### src/rtl/carfield_regbus_pkg.sv
// ---------------------------------------------------------------------------
// carfield_regbus_pkg
// Shared definitions for the Carfield RegBus decode/responder slice:
//   - state_e            : responder FSM states (IDLE / FWD / RESP)
//   - ERR_RDATA_DEFAULT  : read data returned with locally generated errors
//   - TIMEOUT_CNT_WIDTH  : hold-off counter width for the default timeout
//   - tmo_cnt_width()    : counter width for an arbitrary timeout value
//   - regbus_req_t/rsp_t : RegBus request/response bundles (default widths)
// ---------------------------------------------------------------------------
package carfield_regbus_pkg;

    typedef enum logic [1:0] {
        ST_IDLE = 2'd0,
        ST_FWD  = 2'd1,
        ST_RESP = 2'd2
    } state_e;

    localparam logic [31:0] ERR_RDATA_DEFAULT = 32'hBADCAB1E;

    localparam int unsigned TIMEOUT_CYCLES_DEFAULT = 256;
    localparam int unsigned TIMEOUT_CNT_WIDTH      = $clog2(TIMEOUT_CYCLES_DEFAULT);

    localparam int unsigned REGBUS_AW = 48;
    localparam int unsigned REGBUS_DW = 32;
    localparam int unsigned REGBUS_SW = REGBUS_DW / 8;

    typedef struct packed {
        logic                 valid;
        logic [REGBUS_AW-1:0] addr;
        logic                 write;
        logic [REGBUS_DW-1:0] wdata;
        logic [REGBUS_SW-1:0] wstrb;
    } regbus_req_t;

    typedef struct packed {
        logic                 ready;
        logic [REGBUS_DW-1:0] rdata;
        logic                 error;
    } regbus_rsp_t;

    // The counter only has to reach cycles-1, so $clog2 is enough; keep at
    // least one bit so a degenerate value still yields a legal vector.
    function automatic int unsigned tmo_cnt_width(input int unsigned cycles);
        int unsigned w;
        w = $clog2(cycles);
        return (w < 1) ? 1 : w;
    endfunction

endpackage

### src/rtl/carfield_regbus_addr_match.sv
// ---------------------------------------------------------------------------
// carfield_regbus_addr_match
// Purely combinational address decoder. Each target owns a window
// [base, base+size); a window takes part only when enabled and non-empty.
// Overlapping windows resolve to the lowest target index.
// Ports:
//   addr_i        : address to decode
//   tgt_base_i    : packed per-target window bases
//   tgt_size_i    : packed per-target window sizes
//   tgt_enable_i  : per-target window enables
//   match_o       : some window covers addr_i
//   sel_o         : index of the winning window (0 when no match)
// ---------------------------------------------------------------------------
module carfield_regbus_addr_match
    import carfield_regbus_pkg::*;
#(
    parameter int unsigned AddrWidth  = 48,
    parameter int unsigned NumTargets = 4,
    parameter int unsigned SelWidth   = (NumTargets > 1) ? $clog2(NumTargets) : 1
) (
    input  logic [AddrWidth-1:0]            addr_i,
    input  logic [NumTargets*AddrWidth-1:0] tgt_base_i,
    input  logic [NumTargets*AddrWidth-1:0] tgt_size_i,
    input  logic [NumTargets-1:0]           tgt_enable_i,
    output logic                            match_o,
    output logic [SelWidth-1:0]             sel_o
);

    logic [NumTargets-1:0] w_hit;

    for (genvar g = 0; g < NumTargets; g++) begin : gen_window
        logic [AddrWidth-1:0] w_base;
        logic [AddrWidth-1:0] w_size;
        logic [AddrWidth:0]   w_limit;

        assign w_base  = tgt_base_i[g*AddrWidth +: AddrWidth];
        assign w_size  = tgt_size_i[g*AddrWidth +: AddrWidth];

        // One extra bit so a window ending at the top of the address space
        // does not wrap its limit back to zero.
        assign w_limit = {1'b0, w_base} + {1'b0, w_size};

        assign w_hit[g] = tgt_enable_i[g]
                        && (w_size != '0)
                        && (addr_i >= w_base)
                        && ({1'b0, addr_i} < w_limit);
    end

    // Scan from the highest index down so the lowest hit is the last one
    // written and therefore wins.
    always_comb begin
        match_o = 1'b0;
        sel_o   = '0;
        for (int i = NumTargets - 1; i >= 0; i--) begin
            if (w_hit[i]) begin
                match_o = 1'b1;
                sel_o   = SelWidth'(i);
            end
        end
    end

endmodule

### src/rtl/carfield_regbus_decode_responder.sv
// ---------------------------------------------------------------------------
// carfield_regbus_decode_responder
// Responder end of the Carfield RegBus configuration map. Takes one upstream
// request at a time, decodes it against per-target windows, forwards it to
// the selected target and returns that target's response. Unmapped/disabled
// addresses and targets that never answer get a local error response so the
// host can never stall.
// Ports:
//   clk_i, rst_ni                   : clock, asynchronous active-low reset
//   req_valid_i/addr/write/wdata/wstrb : upstream request (held until rsp)
//   rsp_ready_o/rdata/error         : one-cycle upstream response
//   tgt_base_i/size_i/enable_i      : per-target decode windows
//   tgt_valid_o                     : one-hot forwarded valid
//   tgt_addr/write/wdata/wstrb_o    : captured request, shared by targets
//   tgt_ready_i/rdata_i/error_i     : per-target responses
//   timeout_o                       : pulse with a timeout response
//   timeout_cnt_o                   : saturating number of timeouts
// ---------------------------------------------------------------------------
module carfield_regbus_decode_responder
    import carfield_regbus_pkg::*;
#(
    parameter int unsigned          AddrWidth     = 48,
    parameter int unsigned          DataWidth     = 32,
    parameter int unsigned          NumTargets    = 4,
    parameter int unsigned          TimeoutCycles = TIMEOUT_CYCLES_DEFAULT,
    parameter logic [DataWidth-1:0] ErrRdata      = DataWidth'(ERR_RDATA_DEFAULT)
) (
    input  logic                            clk_i,
    input  logic                            rst_ni,

    input  logic                            req_valid_i,
    input  logic [AddrWidth-1:0]            req_addr_i,
    input  logic                            req_write_i,
    input  logic [DataWidth-1:0]            req_wdata_i,
    input  logic [DataWidth/8-1:0]          req_wstrb_i,

    output logic                            rsp_ready_o,
    output logic [DataWidth-1:0]            rsp_rdata_o,
    output logic                            rsp_error_o,

    input  logic [NumTargets*AddrWidth-1:0] tgt_base_i,
    input  logic [NumTargets*AddrWidth-1:0] tgt_size_i,
    input  logic [NumTargets-1:0]           tgt_enable_i,

    output logic [NumTargets-1:0]           tgt_valid_o,
    output logic [AddrWidth-1:0]            tgt_addr_o,
    output logic                            tgt_write_o,
    output logic [DataWidth-1:0]            tgt_wdata_o,
    output logic [DataWidth/8-1:0]          tgt_wstrb_o,
    input  logic [NumTargets-1:0]           tgt_ready_i,
    input  logic [NumTargets*DataWidth-1:0] tgt_rdata_i,
    input  logic [NumTargets-1:0]           tgt_error_i,

    output logic                            timeout_o,
    output logic [7:0]                      timeout_cnt_o
);

    localparam int unsigned StrbWidth = DataWidth / 8;
    localparam int unsigned SelWidth  = (NumTargets > 1) ? $clog2(NumTargets) : 1;
    localparam int unsigned TmoWidth  = tmo_cnt_width(TimeoutCycles);

    state_e                  r_state;
    logic [SelWidth-1:0]     r_sel;
    logic [AddrWidth-1:0]    r_addr;
    logic                    r_write;
    logic [DataWidth-1:0]    r_wdata;
    logic [StrbWidth-1:0]    r_wstrb;
    logic [NumTargets-1:0]   r_tgtValid;
    logic [DataWidth-1:0]    r_rdata;
    logic                    r_error;
    logic                    r_timeout;
    logic                    r_rspValid;
    logic [TmoWidth-1:0]     r_tmoCnt;
    logic [7:0]              r_timeoutCnt;

    logic                    w_match;
    logic [SelWidth-1:0]     w_sel;
    logic [NumTargets-1:0]   w_selOnehot;
    logic                    w_tgtReady;
    logic [DataWidth-1:0]    w_tgtRdata;
    logic                    w_tgtError;
    logic                    w_tmoLast;

    // Decode the live upstream address so an unmapped request can be
    // answered in the very next cycle.
    carfield_regbus_addr_match #(
        .AddrWidth  (AddrWidth),
        .NumTargets (NumTargets),
        .SelWidth   (SelWidth)
    ) u_addr_match (
        .addr_i       (req_addr_i),
        .tgt_base_i   (tgt_base_i),
        .tgt_size_i   (tgt_size_i),
        .tgt_enable_i (tgt_enable_i),
        .match_o      (w_match),
        .sel_o        (w_sel)
    );

    always_comb begin
        w_selOnehot        = '0;
        w_selOnehot[w_sel] = 1'b1;
    end

    // Only the latched target's handshake is looked at; the others are
    // ignored even if they raise ready.
    assign w_tgtReady = tgt_ready_i[r_sel];
    assign w_tgtRdata = tgt_rdata_i[r_sel*DataWidth +: DataWidth];
    assign w_tgtError = tgt_error_i[r_sel];

    // Counter holds the index of the current FWD cycle, so hitting
    // TimeoutCycles-1 without ready means TimeoutCycles valid cycles elapsed.
    assign w_tmoLast = (r_tmoCnt == TmoWidth'(TimeoutCycles - 1));

    // Single FSM: captures the request in IDLE, waits for the target in FWD
    // and presents the registered response for exactly one RESP cycle.
    always_ff @(posedge clk_i or negedge rst_ni) begin
        if (!rst_ni) begin
            r_state      <= ST_IDLE;
            r_sel        <= '0;
            r_addr       <= '0;
            r_write      <= 1'b0;
            r_wdata      <= '0;
            r_wstrb      <= '0;
            r_tgtValid   <= '0;
            r_rdata      <= '0;
            r_error      <= 1'b0;
            r_timeout    <= 1'b0;
            r_rspValid   <= 1'b0;
            r_tmoCnt     <= '0;
            r_timeoutCnt <= '0;
        end else begin
            case (r_state)
                ST_IDLE: begin
                    r_rspValid <= 1'b0;
                    if (req_valid_i) begin
                        r_addr    <= req_addr_i;
                        r_write   <= req_write_i;
                        r_wdata   <= req_wdata_i;
                        r_wstrb   <= req_wstrb_i;
                        r_timeout <= 1'b0;
                        r_tmoCnt  <= '0;
                        if (w_match) begin
                            r_sel      <= w_sel;
                            r_tgtValid <= w_selOnehot;
                            r_state    <= ST_FWD;
                        end else begin
                            r_rdata    <= ErrRdata;
                            r_error    <= 1'b1;
                            r_rspValid <= 1'b1;
                            r_state    <= ST_RESP;
                        end
                    end
                end

                ST_FWD: begin
                    if (w_tgtReady) begin
                        r_rdata    <= w_tgtRdata;
                        r_error    <= w_tgtError;
                        r_tmoCnt   <= '0;
                        r_tgtValid <= '0;
                        r_rspValid <= 1'b1;
                        r_state    <= ST_RESP;
                    end else if (w_tmoLast) begin
                        r_rdata    <= ErrRdata;
                        r_error    <= 1'b1;
                        r_timeout  <= 1'b1;
                        r_tmoCnt   <= '0;
                        r_tgtValid <= '0;
                        r_rspValid <= 1'b1;
                        r_state    <= ST_RESP;
                    end else begin
                        r_tmoCnt <= r_tmoCnt + 1'b1;
                    end
                end

                ST_RESP: begin
                    r_rspValid <= 1'b0;
                    if (r_timeout && (r_timeoutCnt != 8'hFF)) begin
                        r_timeoutCnt <= r_timeoutCnt + 8'd1;
                    end
                    r_state <= ST_IDLE;
                end

                default: begin
                    r_tgtValid <= '0;
                    r_rspValid <= 1'b0;
                    r_state    <= ST_IDLE;
                end
            endcase
        end
    end

    assign tgt_valid_o   = r_tgtValid;
    assign tgt_addr_o    = r_addr;
    assign tgt_write_o   = r_write;
    assign tgt_wdata_o   = r_wdata;
    assign tgt_wstrb_o   = r_wstrb;

    // Read data is only meaningful for a read response; everything else
    // sees zeros so stale target data never leaks upstream.
    assign rsp_ready_o   = r_rspValid;
    assign rsp_rdata_o   = (r_rspValid && !r_write) ? r_rdata : '0;
    assign rsp_error_o   = r_rspValid & r_error;
    assign timeout_o     = r_rspValid & r_timeout;
    assign timeout_cnt_o = r_timeoutCnt;

endmodule

### config.mk
export PLATFORM = sky130hd
export DESIGN_NAME = carfield_regbus_decode_responder
export DESIGN_NICKNAME = d
export VERILOG_FILES = /design/src/rtl/carfield_regbus_pkg.sv /design/src/rtl/carfield_regbus_addr_match.sv /design/src/rtl/carfield_regbus_decode_responder.sv
export SDC_FILE = /design/constraint.sdc
export NUM_CORES = 1
export LEC_CHECK = 0
export CORE_AREA = 2 2 290 292
export CTS_BUF_LIST = sky130_fd_sc_hd__clkbuf_8 sky130_fd_sc_hd__clkbuf_16
export CTS_CLUSTER_SIZE = 28
export DETAILED_ROUTE_END_ITERATION = 16
export DIE_AREA = 0 0 292 294
export MAX_ROUTING_LAYER = met4
export PLACE_DENSITY = 0.55
export SYNTH_ARGS = -nofsm -noshare
export SYNTH_HDL_FRONTEND = slang
export SYNTH_HIERARCHICAL = 1
export SYNTH_SLANG_ARGS = --single-unit
### constraint.sdc
create_clock -name clk_i -period 4.71 [get_ports clk_i]
set_input_delay 0.471 -clock clk_i [delete_from_list [all_inputs] [get_ports clk_i]]
set_output_delay 0.471 -clock clk_i [all_outputs]
set_load 0.05 [all_outputs]
==> flow_results.xml, run 1 <==
<?xml version="1.0" encoding="UTF-8"?>
<metrics>
  <group name="timing">
    <metric name="final_min_period_over_clock_period" unit="">1.23</metric>
    <metric name="report.final.setup_viol" unit="">42</metric>
    <metric name="finalWorstSetupSlack" unit="ps">-1070</metric>
    <metric name="finalWorstPathRequiredPeriod" unit="ps">5780</metric>
    <metric name="max_clock_freq" unit="GHz">0.173</metric>
  </group>
  <group name="yosys">
    <metric name="most_instantiated_flip_flop_cell_in_the_synthesis_netlist" unit="">dfrtp_1</metric>
    <metric name="top_area_frac" unit="">0.276</metric>
    <metric name="synth_area_per_cell" unit="um2">8.35</metric>
    <metric name="chip_area_in_the_yosys_report" unit="um2">26000</metric>
    <metric name="synth_seq_share" unit="">0.139</metric>
    <metric name="yosysWarnings" unit="">6</metric>
    <metric name="synth.yosys.num_cells" unit="">3115</metric>
    <metric name="syn-num-nets" unit="">4305</metric>
    <metric name="ys_ff" unit="">144</metric>
  </group>
  <group name="layout">
    <metric name="combined_area_of_the_multi_input_logic_cells" unit="um2">22700</metric>
    <metric name="layout_top_cell_excl_fill_tap" unit="">buf_4</metric>
    <metric name="layout_top_cells" unit="">buf_4 (918), clkdlybuf4s50_1 (635), ha_1 (524)</metric>
  </group>
  <group name="place">
    <metric name="place_area" unit="um2">41300</metric>
  </group>
  <group name="routing">
    <metric name="dr_total_vias" unit="">30300</metric>
    <metric name="topRoutingLayerUsed" unit="">met4</metric>
    <metric name="wl_met3" unit="mm">9.86</metric>
    <metric name="post_drt_via_cell_ratio" unit="">5.16</metric>
    <metric name="wl_per_cell" unit="um">21.2</metric>
  </group>
  <group name="setup_path">
    <metric name="cp_num_cells" unit="">28</metric>
    <metric name="timing.critical_path.arrival" unit="ps">6120</metric>
    <metric name="reg2reg_from" unit="">r_sel[1]</metric>
    <metric name="max_stage_delay" unit="ps">540</metric>
    <metric name="worst_path_most_repeated_cell" unit="">nand3_4</metric>
  </group>
  <group name="global_route">
    <metric name="grt_pass1_wl" unit="mm">184</metric>
    <metric name="grtUsageTotal" unit="">0.290</metric>
    <metric name="grt_pass1_vias" unit="">30300</metric>
  </group>
  <group name="floorplan">
    <metric name="die_x" unit="um">292</metric>
    <metric name="design.portCount" unit="">744</metric>
    <metric name="floorplan.core_area" unit="um2">82900</metric>
  </group>
  <group name="run">
    <metric name="total_number_of_warnings_across_the_stage_logs" unit="">30</metric>
  </group>
  <group name="run_status">
    <metric name="status" unit="">finished, violations left</metric>
    <metric name="failed_checks" unit="">negative setup slack</metric>
  </group>
  <group name="pwr">
    <metric name="vdd_drop_max" unit="mV">0.303</metric>
    <metric name="power.clock.fraction" unit="">0.113</metric>
    <metric name="power_density" unit="nW/um2">293</metric>
    <metric name="netSwitchingPower" unit="uW">6030</metric>
  </group>
  <group name="clocking">
    <metric name="cts_htree_levels" unit="">4</metric>
  </group>
</metrics>
-- run 1: kinds of logic (layout without fill, tap and decap cells) --
kind of cell / count (synthesis) / after routing / share of synthesized area
AOI/OAI and AO/OA: 989 / 989 / 0.250
and+or+nand+nor: 764 / 764 / 0.154
adders and majority gates: 578 / 578 / 0.279
buffers and inverters: 339 / 1985 / 0.0512
xor gates and xnor gates: 178 / 178 / 0.0600
DFF: 144 / 144 / 0.139
muxes: 123 / 123 / 0.0674
other: 0 / 41 / 0
-- run 1: layout make-up --
cell class | instances | area share
Sequential cell | 144 | 0.0822
Clock buffer | 18 | 0.0100
Tap cell | 1080 | 0.0308
Timing Repair Buffer | 1677 | 0.329
Clock inverter | 14 | 0.00360
Multi-Input combinational cell | 2632 | 0.518
Inverter | 276 | 0.0236
Antenna cell | 41 | 0.00234
-- run 1: registers in the layout (all words and copies together) (netlist names) --
name	cells
r_error	1
r_rdata	32
r_sel	2
r_state	2
r_timeout	1
r_tmoCnt	8
rsp_ready_o	1
tgt_addr_o	48
tgt_valid_o	4
tgt_wdata_o	32
tgt_write_o	1
tgt_wstrb_o	4
timeout_cnt_o	8
-- run 1: metrics by stage --
stage	cells	total power [uW]	util	hold WS [ps]	setup TNS, ps
finish	5882	12800	0.529	72.9	-40310
global route	5882	13700	0.529	136	-48780
CTS	5822	12700	0.522	83.4	-35600
detailed placement	5718	10800	0.499	481	-80960
global placement	5718	10800	0.499	473	-81190
floorplan	3115	7170	-	175	-22410
-- run 1: power groups by stage --
stage,clock network (uW),registers (uW),logic [uW]
after floorplan,0,3370,3800
after global placement,0,2060,8690
after detailed placement,0,2080,8730
after CTS,1490,2070,9110
after global routing,1540,2130,9990
final,1450,2070,9320
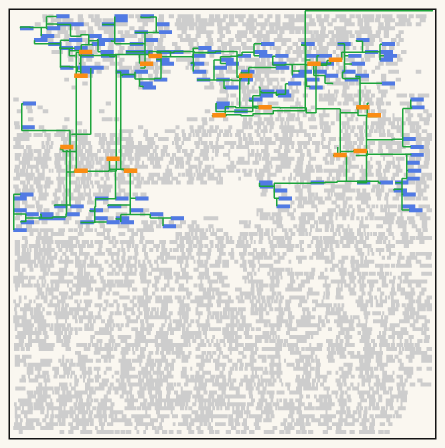
*Clock wires, drivers and flops, run 1*
clock drivers -> orange  # count 17
clock wires -> green  # length 2810 um
flip-flops -> blue  # count 144
routed clock nets = 18
clock network power: 1450 uW
Clk Latency, worst-skew pair: 460 ps

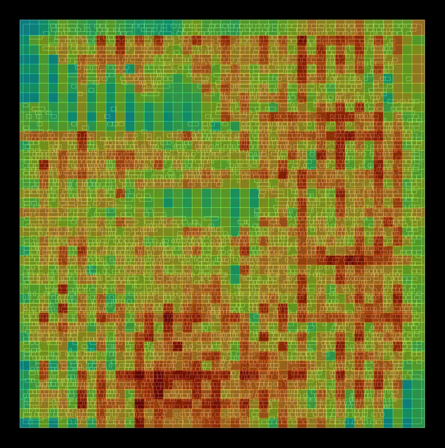
*Track usage over the die, run 1*
peak-usage layer in the global routing report: met2
met3 capacity usage during global routing: 0.0760
met2 usage: 0.432

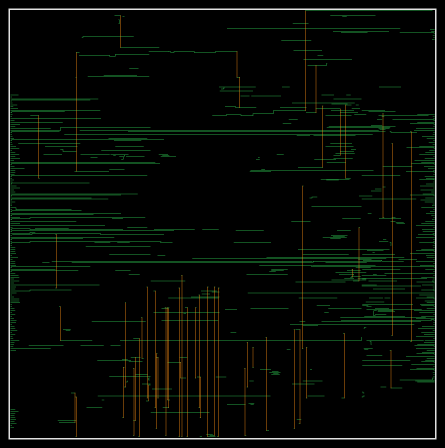
*Routed metal, one colour a layer, run 1*
Only two layers are drawn.
metal 3 -> green  # wire length 9860 um
metal 4 -> orange  # wire length 2930 um

## Run 2: what changed since run 1
Settings changed: ABC_CLOCK_PERIOD_IN_PS from default to 4710.
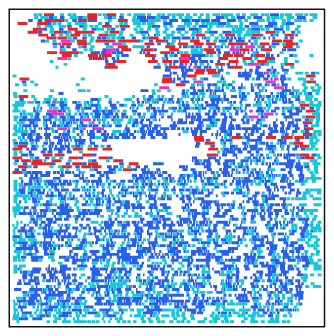
*Cells coloured by class, run 2*
sequential cells -> red  # cells 144, share of their area 8.5%
clock drivers and dummy loads -> magenta  # cells 32, share of their area 1.4%
combinational and other logic -> blue  # cells 2908, share of their area 56%
remaining buffers and delay cells -> cyan  # cells 1677, share of their area 34%

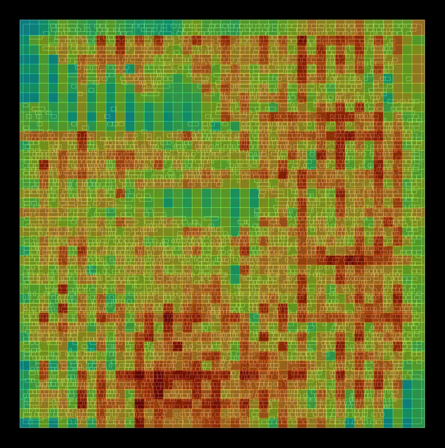
*Track usage over the die, run 2*
post-DR wirelength/cell: 21.2 um
overall global routing resource usage: 0.290
final core occ: 0.529
met1 Use GR: 0.385

==> run 2 against run 1 <==
  * The flow still finishes with violations (negative setup slack)
  * Count of clock-buffer cells in the layout unchanged
  * First-iteration DRC count unchanged
  * Cell count unchanged
  * Highest routed layer unchanged
  * Hold slack unchanged
  * Sequential power about the same
  * Die area unchanged
  * Sequential share of layout area unchanged
  * Critical endpoint unchanged
  * Worst setup slack unchanged
  * Synthesized cell count unchanged
==> flow_results.xml, run 2 <==
<?xml version="1.0" encoding="UTF-8"?>
<metrics>
  <group name="timing">
    <metric name="finalWorstSetupSlack" unit="ps">-1070</metric>
    <metric name="report.final.setup_viol" unit="">42</metric>
    <metric name="max_clock_freq" unit="GHz">0.173</metric>
    <metric name="final_min_period_over_clock_period" unit="">1.23</metric>
    <metric name="hold_slack" unit="ps">72.9</metric>
  </group>
  <group name="pwr">
    <metric name="power_density" unit="nW/um2">293</metric>
    <metric name="totalPowerFinal" unit="uW">12800</metric>
    <metric name="vdd_drop_max" unit="mV">0.303</metric>
  </group>
  <group name="setup_path">
    <metric name="worst_path_most_repeated_cell" unit="">nand3_4</metric>
    <metric name="timing.critical_path.arrival" unit="ps">6120</metric>
    <metric name="max_stage_delay" unit="ps">540</metric>
  </group>
  <group name="layout">
    <metric name="largest_register_ffs" unit="">48</metric>
    <metric name="layout_top_cells" unit="">buf_4 (918), clkdlybuf4s50_1 (635), ha_1 (524)</metric>
  </group>
  <group name="floorplan">
    <metric name="design.portCount" unit="">744</metric>
    <metric name="floorplan.core_area" unit="um2">82900</metric>
    <metric name="die_x" unit="um">292</metric>
  </group>
  <group name="yosys">
    <metric name="synth.yosys.num_cells" unit="">3115</metric>
    <metric name="top_area_frac" unit="">0.276</metric>
    <metric name="synth_seq_share" unit="">0.139</metric>
    <metric name="syn-num-nets" unit="">4305</metric>
    <metric name="most_instantiated_flip_flop_cell_in_the_synthesis_netlist" unit="">dfrtp_1</metric>
    <metric name="chip_area_in_the_yosys_report" unit="um2">26000</metric>
    <metric name="ys_ff" unit="">144</metric>
    <metric name="yosysWarnings" unit="">6</metric>
  </group>
  <group name="run">
    <metric name="total_number_of_warnings_across_the_stage_logs" unit="">30</metric>
  </group>
  <group name="routing">
    <metric name="wl_met3" unit="mm">9.86</metric>
    <metric name="topRoutingLayerUsed" unit="">met4</metric>
    <metric name="post_drt_via_cell_ratio" unit="">5.16</metric>
  </group>
  <group name="global_route">
    <metric name="grtUsageMet2" unit="">0.432</metric>
    <metric name="grt_use_met3" unit="">0.0760</metric>
    <metric name="busiest_layer" unit="">met2</metric>
    <metric name="grt_pass1_wl" unit="mm">184</metric>
  </group>
  <group name="place">
    <metric name="dp_cells" unit="">5718</metric>
    <metric name="place_area" unit="um2">41300</metric>
  </group>
  <group name="run_status">
    <metric name="failed_checks" unit="">negative setup slack</metric>
    <metric name="status" unit="">finished, violations left</metric>
  </group>
</metrics>
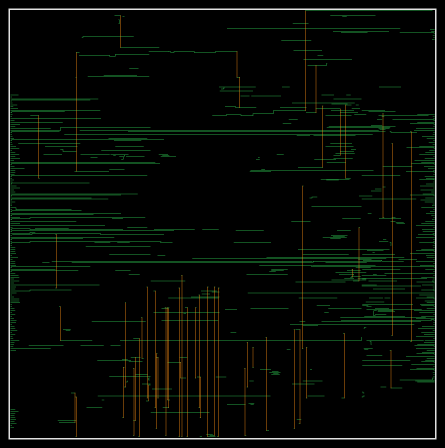
*Routed metal, one colour a layer, run 2*
Only two layers are drawn.
metal 4 -> orange  # wire length 2930 um
metal 3 -> green  # wire length 9860 um
total vias in the final route: 30300
total wire length after detailed routing: 125 mm

[run 2: cell counts after synthesis]
Identical to the previous run, type by type.
[run 2: timing repair]
item                                    in CTS  in global routing
setup buffers                               71                 17
gates cloned                                 2                  2
endpoints found under the setup margin      42                 42
pin swaps                                  144                 73
resized                                    431                 90
[run 2: report_power, final]
part           switching, uW  total, uW  internal, uW
registers                343       2070          1730
clock network            647       1450           805
logic                   5040       9320          4270
total                   6030      12800          6810
[run 2: critical path, delay by kind of cell]
kind | cells | cell delay, ps
AOI/OAI and AO/OA | 14 | 2390
and+or+nand+nor | 7 | 2010
buffers and inverters | 4 | 600
adders and majority gates | 2 | 450
xor gates and xnor gates | 1 | 160
[run 2: layout make-up]
type / count / area (um2)
repair buffers: 1677 / 14400
flip-flops and latches: 144 / 3600
multi-input cells: 2632 / 22700
clock inverters: 14 / 158
fillers: 7913 / 39100
diodes: 41 / 103
well taps: 1080 / 1350
clock buffers: 18 / 439
inverters: 276 / 1040
[run 2: cell families (layout without fill, tap and decap cells)]
logic type	after synthesis	after routing	share of synthesized area
compound gates	989	989	0.250
other cells	0	41	0
mux	123	123	0.0674
flops	144	144	0.139
buf+inv	339	1985	0.0512
fa+ha+maj	578	578	0.279
xor+xnor	178	178	0.0600
simple gates	764	764	0.154
[run 2: worst paths after layout]
path                                    start              end  slack, ps
worst max-delay path            tgt_base_i[8]       r_rdata[2]      -1070
worst min-delay path                   rst_ni      r_rdata[17]         70
worst max register to register       r_sel[1]       r_rdata[2]       2400
worst min register to register    r_rdata[19]      r_rdata[19]        500
max in group asynchronous              rst_ni  tgt_wdata_o[22]       3770
min in group clk_i                r_rdata[19]      r_rdata[19]        500
## Run 3: what changed since run 2
--- a/constraint.sdc
+++ b/constraint.sdc
@@ -3,2 +3,2 @@
 set_output_delay 0.471 -clock clk_i [all_outputs]
-set_load 0.05 [all_outputs]
+set_load 0.02 [all_outputs]
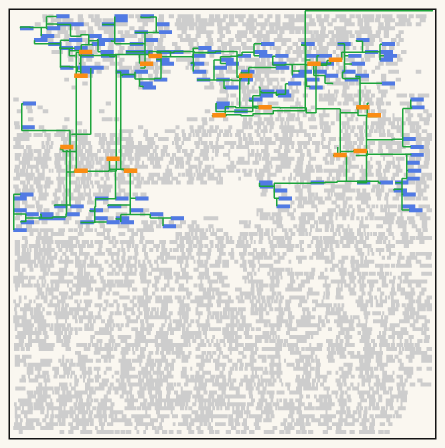
*Clock wires, drivers and flops, run 3*
clock drivers -> orange  # count 17
flip-flops -> blue  # count 144
clock wires -> green  # length 2810 um
routed clock nets = 18
Clk pwr share: 0.123
final clock skew: 14.5 ps

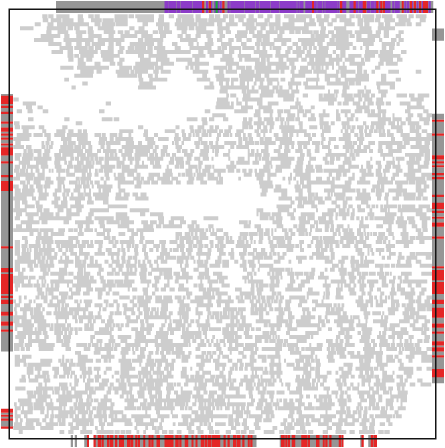
*Pin map, run 3*
Pins as bars across the die edge, other pins in grey.
req_valid_i -> green  # pins 1, direction input, edge top
tgt_rdata_i -> purple  # pins 128, direction input, edge top
tgt_base_i -> red  # pins 192, direction input, edge 77 bottom, 49 left, 48 right, 18 top
all pins by edge = 281 top, 181 bottom, 142 right, 140 left

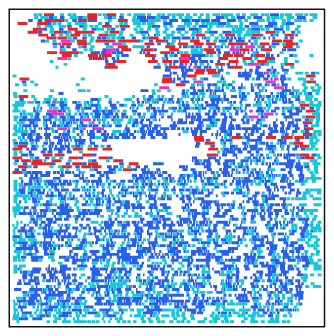
*Cells coloured by class, run 3*
remaining buffers and delay cells -> cyan  # cells 1677, share of their area 34%
combinational and other logic -> blue  # cells 2908, share of their area 56%
sequential cells -> red  # cells 144, share of their area 8.5%
clock drivers and dummy loads -> magenta  # cells 32, share of their area 1.4%
Core Area: 82900 um2
post-route cell area: 43800 um2
Core Rows: 106

==> run 3 against run 2 <==
  * The flow still finishes with violations (negative setup slack)
  * Via count unchanged
  * Utilization unchanged
  * Combinational power fell by 12%
==> flow_results.xml, run 3 <==
<?xml version="1.0" encoding="UTF-8"?>
<metrics>
  <group name="yosys">
    <metric name="syn-num-nets" unit="">4305</metric>
    <metric name="logic_family" unit="">adder cells</metric>
    <metric name="ys_ff" unit="">144</metric>
    <metric name="chip_area_in_the_yosys_report" unit="um2">26000</metric>
    <metric name="yosys-mux-area-fraction" unit="">0.0674</metric>
    <metric name="post_synth_most_frequent_cells" unit="">ha_1 (574), a21oi_1 (277), inv_1 (276), a21o_1 (195), o21ai_0 (169)</metric>
    <metric name="synthSimpleGateAreaFrac" unit="">0.154</metric>
    <metric name="synth-compound-area-share" unit="">0.250</metric>
    <metric name="count_of_mapped_cells_out_of_synthesis" unit="">3115</metric>
    <metric name="synth_seq_share" unit="">0.139</metric>
    <metric name="top_area_frac" unit="">0.276</metric>
    <metric name="ys_top_cells_by_area" unit="">ha_1 (28%), dfrtp_1 (14%), a21o_1 (5.6%), a21oi_1 (5.3%), inv_1 (4.0%)</metric>
    <metric name="synth_area_per_cell" unit="um2">8.35</metric>
    <metric name="synth.largest_area_cell" unit="">ha_1</metric>
    <metric name="yosysWarnings" unit="">6</metric>
    <metric name="adder_share" unit="">0.279</metric>
    <metric name="synth.yosys.num_cells" unit="">3115</metric>
    <metric name="most_instantiated_flip_flop_cell_in_the_synthesis_netlist" unit="">dfrtp_1</metric>
    <metric name="synthXorXnorAreaFrac" unit="">0.0600</metric>
  </group>
  <group name="timing">
    <metric name="max_clock_freq" unit="GHz">0.173</metric>
    <metric name="report.final.setup_viol" unit="">42</metric>
    <metric name="timing.setup.tns" unit="ps">-40310</metric>
    <metric name="final_min_period_over_clock_period" unit="">1.23</metric>
    <metric name="finalWorstSetupSlack" unit="ps">-1070</metric>
    <metric name="finalWorstPathRequiredPeriod" unit="ps">5780</metric>
    <metric name="hold_slack" unit="ps">72.9</metric>
  </group>
  <group name="layout">
    <metric name="final-seq-area" unit="um2">3600</metric>
    <metric name="combined_area_of_the_multi_input_logic_cells" unit="um2">22700</metric>
    <metric name="largest_register_ffs" unit="">48</metric>
    <metric name="layout_top_cells" unit="">buf_4 (918), clkdlybuf4s50_1 (635), ha_1 (524)</metric>
    <metric name="filler_cell_count" unit="">7913</metric>
    <metric name="finalCoreUtilization" unit="">0.529</metric>
  </group>
  <group name="run_status">
    <metric name="failed_checks" unit="">negative setup slack</metric>
    <metric name="status" unit="">finished, violations left</metric>
  </group>
  <group name="setup_path">
    <metric name="rr_endpoint" unit="">r_rdata[2]</metric>
    <metric name="crit_path_end_kind" unit="">flop</metric>
    <metric name="reg2reg_from" unit="">r_sel[1]</metric>
    <metric name="timing.critical_path.arrival" unit="ps">6120</metric>
    <metric name="timing.critical_path.max_delay_family" unit="">AND-OR/OR-AND gates</metric>
    <metric name="max_stage_delay" unit="ps">540</metric>
    <metric name="worst-path-buf-inv" unit="">4</metric>
    <metric name="worst_path_most_repeated_cell" unit="">nand3_4</metric>
    <metric name="path_class" unit="">in -&gt; reg</metric>
    <metric name="r2r_slack" unit="ps">2400</metric>
  </group>
  <group name="routing">
    <metric name="dr_total_vias" unit="">30300</metric>
    <metric name="detailedRoute.firstPassIterationCount" unit="">5</metric>
    <metric name="post_drt_via_cell_ratio" unit="">5.16</metric>
    <metric name="wl_per_cell" unit="um">21.2</metric>
    <metric name="detail_route.wirelength" unit="mm">125</metric>
  </group>
  <group name="place">
    <metric name="dp_cells" unit="">5718</metric>
    <metric name="place_area" unit="um2">41300</metric>
  </group>
  <group name="global_route">
    <metric name="grt_pass1_wl" unit="mm">184</metric>
    <metric name="grtUsageTotal" unit="">0.290</metric>
  </group>
  <group name="floorplan">
    <metric name="design.portCount" unit="">744</metric>
    <metric name="die_x" unit="um">292</metric>
  </group>
  <group name="clocking">
    <metric name="clock_insertion_delay_worst_skew" unit="ps">460</metric>
    <metric name="cts_num_sinks" unit="">144</metric>
    <metric name="cts_htree_levels" unit="">4</metric>
  </group>
  <group name="pwr">
    <metric name="vdd_drop_max" unit="mV">0.251</metric>
    <metric name="totalPowerFinal" unit="uW">11800</metric>
    <metric name="power_density" unit="nW/um2">268</metric>
  </group>
  <group name="run">
    <metric name="total_number_of_warnings_across_the_stage_logs" unit="">30</metric>
    <metric name="timing.max_cap.violations" unit="">0</metric>
  </group>
</metrics>
## run 3: power breakdown
group	internal, uW	switching, uW	leakage, uW
clock	805	647	0.000289
sequential	1730	343	0.00171
combinational	4280	3960	0.0189
total	6810	4950	0.0209
## run 3: logic make-up (layout without fill, tap and decap cells)
family / after synthesis / after routing
xor+xnor: 178 / 178
simple gates: 764 / 764
fa+ha+maj: 578 / 578
mux: 123 / 123
other cells: 0 / 41
buf+inv: 339 / 1985
flops: 144 / 144
compound gates: 989 / 989
## run 3: worst max-delay path by stage
stage | end | cells after the start | startpoint | slack (ps)
6_report | r_rdata[2] | 28 | tgt_base_i[8] | -1070
5_1_grt | r_rdata[31] | 30 | tgt_size_i[16] | -1270
4_1_cts | r_rdata[11] | 28 | tgt_base_i[8] | -910
3_5_place_dp | r_error | 31 | tgt_base_i[144] | -1990
3_3_place_gp | r_error | 31 | tgt_base_i[144] | -2010
2_1_floorplan | r_rdata[11] | 25 | tgt_base_i[1] | -630
## run 3: layout make-up
type                    instances  area share
multi-input cells            2632       0.518
repair buffers               1677       0.329
flip-flops and latches        144      0.0822
well taps                    1080      0.0308
inverters                     276      0.0236
clock buffers                  18      0.0100
clock inverters                14     0.00360
diodes                         41     0.00234
## run 3: layer usage
layer	share of wire	routed length (um)	vias to the layer above	track usage
met5	0	0	-	-
met4	0.023	2930	0	0.0800
met3	0.079	9860	113	0.0760
met2	0.43	54000	903	0.432
met1	0.46	57900	14200	0.385
li1	-	-	15100	-
## run 3: what timing repair did
item                       in CTS  in global routing
resized                       431                 90
pin swaps                     144                 73
setup buffers                  71                 17
cloned                          2                  2
setup endpoints to repair      42                 42
Power figures rest on the tool's default switching activity, not on a simulated workload.
